power_grid.png
Bar = 50 um. Pins as bars on the die edge.
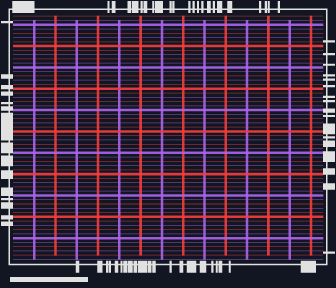
placement_by_type.png
Fill, decap, tap and diode cells in gray.
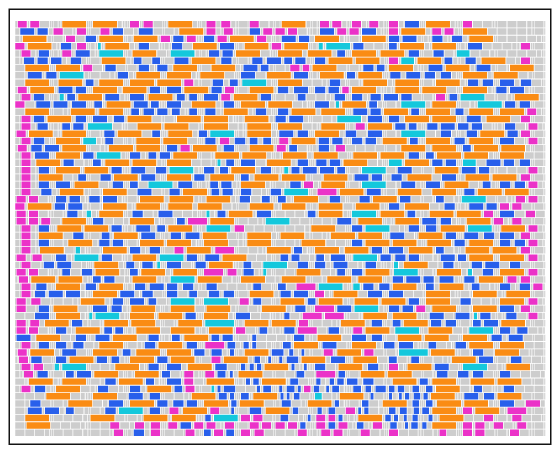
clk_routes.png
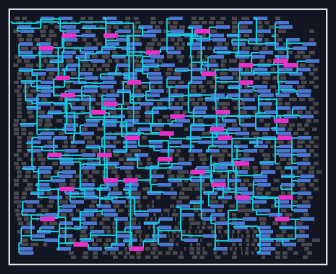
wires.png
Bar = 50 um. Two of the layers only.
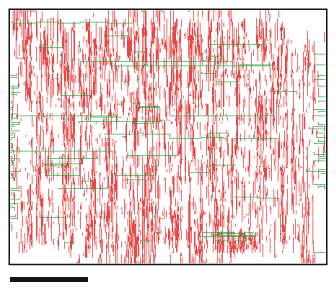
clocks.png
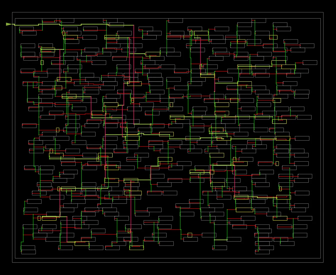
===== src/rtl/aes_out_pack.sv =====
// Packs 32-bit ciphertext words from cipher_eng into 128-bit blocks and buffers
// them in a small first-word-fall-through FIFO drained by a valid/ready handshake.
module aes_out_pack #(
    parameter int DEPTH = 2,
    parameter int CNT_W = 16
) (
    input  logic                     clk_in,
    input  logic                     rst_in,
    input  logic                     en_in,
    input  logic                     clr_in,
    input  logic [31:0]              data_in,
    input  logic                     dvalid_in,
    output logic [127:0]             block_out,
    output logic                     bvalid_out,
    input  logic                     bready_in,
    output logic [1:0]               word_cnt_out,
    output logic [$clog2(DEPTH):0]   level_out,
    output logic                     overflow_out,
    output logic [CNT_W-1:0]         blk_cnt_out
);

    localparam int PTR_W = $clog2(DEPTH);
    localparam int LVL_W = PTR_W + 1;

    logic [95:0]       asm_q;
    logic [1:0]        word_cnt_q;
    logic [127:0]      mem_q [DEPTH];
    logic [PTR_W-1:0]  wr_ptr_q;
    logic [PTR_W-1:0]  rd_ptr_q;
    logic [LVL_W-1:0]  level_q;
    logic [LVL_W-1:0]  level_d;
    logic              full_q;
    logic              full_d;
    logic              overflow_q;
    logic [CNT_W-1:0]  blk_cnt_q;

    logic accept;
    logic complete;
    logic pop;
    logic push;
    logic drop;

    // NOTE: every always_comb output gets a value on every path, so no latches appear.
    always_comb begin
        accept   = en_in && dvalid_in && !clr_in;
        complete = accept && (word_cnt_q == 2'd3);
        pop      = !clr_in && bready_in && (level_q != '0);
        // A full FIFO still accepts a block when the head leaves on the same edge.
        push     = complete && (!full_q || pop);
        drop     = complete && full_q && !pop;
        level_d  = level_q + LVL_W'(push) - LVL_W'(pop);
        full_d   = (level_d == LVL_W'(DEPTH));
    end

    // NOTE: storage is reset here only because block_out must read zero during reset;
    // the FIFO is tiny, so clearing it costs little.
    always_ff @(posedge clk_in or negedge rst_in) begin
        if (!rst_in) begin
            asm_q      <= '0;
            word_cnt_q <= '0;
            wr_ptr_q   <= '0;
            rd_ptr_q   <= '0;
            level_q    <= '0;
            full_q     <= 1'b0;
            overflow_q <= 1'b0;
            blk_cnt_q  <= '0;
            for (int i = 0; i < DEPTH; i++) begin
                mem_q[i] <= '0;
            end
        end else if (clr_in) begin
            asm_q      <= '0;
            word_cnt_q <= '0;
            wr_ptr_q   <= '0;
            rd_ptr_q   <= '0;
            level_q    <= '0;
            full_q     <= 1'b0;
            overflow_q <= 1'b0;
            blk_cnt_q  <= '0;
        end else begin
            if (accept) begin
                asm_q      <= {asm_q[63:0], data_in};
                word_cnt_q <= word_cnt_q + 2'd1;
            end
            if (push) begin
                mem_q[wr_ptr_q] <= {asm_q, data_in};
                wr_ptr_q        <= wr_ptr_q + PTR_W'(1);
                blk_cnt_q       <= blk_cnt_q + CNT_W'(1);
            end
            if (pop) begin
                rd_ptr_q <= rd_ptr_q + PTR_W'(1);
            end
            if (drop) begin
                overflow_q <= 1'b1;
            end
            level_q <= level_d;
            full_q  <= full_d;
        end
    end

    assign block_out    = mem_q[rd_ptr_q];
    assign bvalid_out   = (level_q != '0);
    assign word_cnt_out = word_cnt_q;
    assign level_out    = level_q;
    assign overflow_out = overflow_q;
    assign blk_cnt_out  = blk_cnt_q;

endmodule


===== config.mk =====
export PLATFORM = sky130hd
export DESIGN_NAME = aes_out_pack
export DESIGN_NICKNAME = d
export VERILOG_FILES = /design/src/rtl/aes_out_pack.sv
export SDC_FILE = /design/constraint.sdc
export NUM_CORES = 1
export LEC_CHECK = 0
export CELL_PAD_IN_SITES_DETAIL_PLACEMENT = 1
export CELL_PAD_IN_SITES_GLOBAL_PLACEMENT = 1
export CORE_ASPECT_RATIO = 0.8
export CORE_MARGIN = 1.5
export CORE_UTILIZATION = 51
export DETAILED_ROUTE_END_ITERATION = 10
export MAX_ROUTING_LAYER = met4
export PLACE_DENSITY_LB_ADDON = 0.15
export SETUP_SLACK_MARGIN = 0.05
export SYNTH_ARGS = -nofsm -noshare
export SYNTH_HDL_FRONTEND = slang
export SYNTH_SLANG_ARGS = --single-unit

===== constraint.sdc =====
create_clock -name clk_in -period 4 [get_ports clk_in]
set_input_delay 0.4 -clock clk_in [delete_from_list [all_inputs] [get_ports clk_in]]
set_output_delay 0.4 -clock clk_in [all_outputs]
set_load 0.01 [all_outputs]

==> flow_summary.json <==
{
  "post-route-period-util_pct": 78.4,
  "ys_flops": 376,
  "final.setup.tns_ns": 0,
  "yosys_warnings": 0,
  "wire_length_of_the_first_global_routing_pass_um": 62100,
  "cts_repair_resize_count": 0,
  "total_die_area_um2": 32600,
  "timing.max_slew.rel_slack_pct": 28.1,
  "crit_required_ns": 3.60,
  "postSynth.asyncResetShare_pct": 100,
  "critPathArrivalTime_ns": 2.74,
  "grt_remaining_overflow": 0,
  "yosys.area_share.adder_pct": 0.312,
  "final_critical_path_setup_slack_ns": 0.864,
  "switching_power_uw": 1700,
  "mostFrequentLayoutCell": "sky130_fd_sc_hd__dfrtp_1",
  "power.density_nw_per_um2": 396,
  "maxClockFrequency_mhz": 319,
  "dp_worst_setup_slack_ns": 1.06,
  "status": "finished clean",
  "comb_power_share_pct": 3.8,
  "setup-violations-final": 0,
  "drt_first_pass_iters": 4,
  "grt_pass1_vias": 10200,
  "crit_path_top_delay_cell": "sky130_fd_sc_hd__dfrtp_4",
  "dominant_comb_cell": "multiplexers",
  "initial_core_util_pct": 52.4,
  "ctsHtreeMaxLevel": 2,
  "grt_max_degree": 136,
  "crit_path_start_kind": "flip-flop",
  "tritoncts": "done",
  "timing.critical_path.to_type": "primary output",
  "io_pins": 188,
  "cellInternalPower_uw": 6060,
  "timing.critical_path.slowest_cell_delay_ns": 0.89,
  "synthesis.instances": 1022,
  "hpwlAfterDp_um": 23700,
  "r2r_end": "mem_q[24]",
  "clock_power_share_pct": 46.1,
  "num-nets-final": 1238,
  "gp_routability_congestion": 0.768,
  "coreArea_um2": 30700,
  "postCtsHoldBufs": 0,
  "worst-path-stages": 3,
  "final-max-slew-violation-count": 0,
  "max-clock-path-buffers": 3,
  "power.static_leakage_uw": 0.00946,
  "top_area_share_pct": 58.6,
  "final.min_clock_period_ns": 3.14,
  "post_synth_mux_area_share_pct": 29.8
}
-- power_grid.png (at the start) --
- purple: VSS
- red: VDD
- met4 straps: 14
- met5 straps: 11
- met1 rails: 58
horizontal extent of the die: 201 um
maximum VDD drop: 0.000237 V

-- placement_by_type.png (at the start) --
- orange: sequential cells (cells 376; share of their area 49%)
- magenta: remaining buffers and delay cells (cells 204; share of their area 11%)
- blue: combinational and other logic (cells 576; share of their area 33%)
- cyan: clock drivers and dummy loads (cells 67; share of their area 6.5%)
area of all placed cells without fillers: 19600 um2
std cell rows: 57
share of cell area taken by flip-flops and latches: 48.1%
final cell utilization of the core: 63.8%

-- clk_routes.png (at the start) --
- blue: flip-flops (count 376)
- magenta: clock drivers (count 38)
- cyan: clock wires (length 4650 um)
- flops lie: spread over the die
- routed clock nets: 39

-- wires.png (at the start) --
- green: metal 3 (wire length 1610 um)
- red: metal 2 (wire length 17500 um)
total wire length: 38800 um
global router's overall resource usage: 25.0%
count of vias placed by the detailed router: 9279
post-detailed-route wirelength per cell: 23.7 um

-- clocks.png (at the start) --
number of flip-flops and latches: 376
final-layout clock buffer total: 55
clk_lat worst skew: 0.52 ns
Inserted Clock Buffers: 38
Clock net power: 3580 uW

## through the flow
step	hold slack [ns]	area (um2)	cells	utilization, %
after detailed placement	0.475	18300	1569	59.8
after global placement	0.463	18300	1569	59.8
after floorplan	0.104	16100	1022	-
after global routing	0.0910	19600	1636	63.8
after CTS	0.0914	19600	1636	63.8
final	0.0121	19600	1636	63.8
## power by group through the flow
stage,registers [uW],logic (uW),clock network (uW)
final,3880,295,3580
after global routing,3890,323,3780
after CTS,3880,304,3650
after detailed placement,3950,301,0
after global placement,3950,295,0
after floorplan,3930,102,0
## final cells by class
| cell class | count | area, um2 | area share [%] |
|---|---|---|---|
| Clock inverter | 12 | 115 | 0.588 |
| Inverter | 7 | 28.8 | 0.147 |
| Clock buffer | 55 | 1130 | 5.77 |
| Multi-Input combinational cell | 569 | 6220 | 31.8 |
| Timing Repair Buffer | 204 | 2150 | 11.0 |
| Sequential cell | 376 | 9410 | 48.1 |
| Tap cell | 413 | 517 | 2.64 |
## worst reg2reg max path, stage by stage (launching register included)
cell	delay, ns
sky130_fd_sc_hd__dfrtp_1	0.41
sky130_fd_sc_hd__o21a_1	0.28
sky130_fd_sc_hd__o2111a_2	0.36
sky130_fd_sc_hd__nand2_4	0.37
sky130_fd_sc_hd__buf_12	0.37
sky130_fd_sc_hd__mux2_1	0.42
## registers in the layout, summed over array words and instances, names as in the netlist
name and count:
mem_q 256, asm_q 96, blk_cnt_out 16, level_out 2, word_cnt_out 2, full_q 1
overflow_out 1, rd_ptr_q 1, wr_ptr_q 1
## routing by layer
layer	routed length (um)	up-vias	global-route usage, %
met3	1610	37	3.13
li1	-	4101	-
met5	0	-	-
met1	19200	4950	38.1
met2	17500	191	36.6
met4	416	0	4.21
Power and IR drop assume default switching activity.
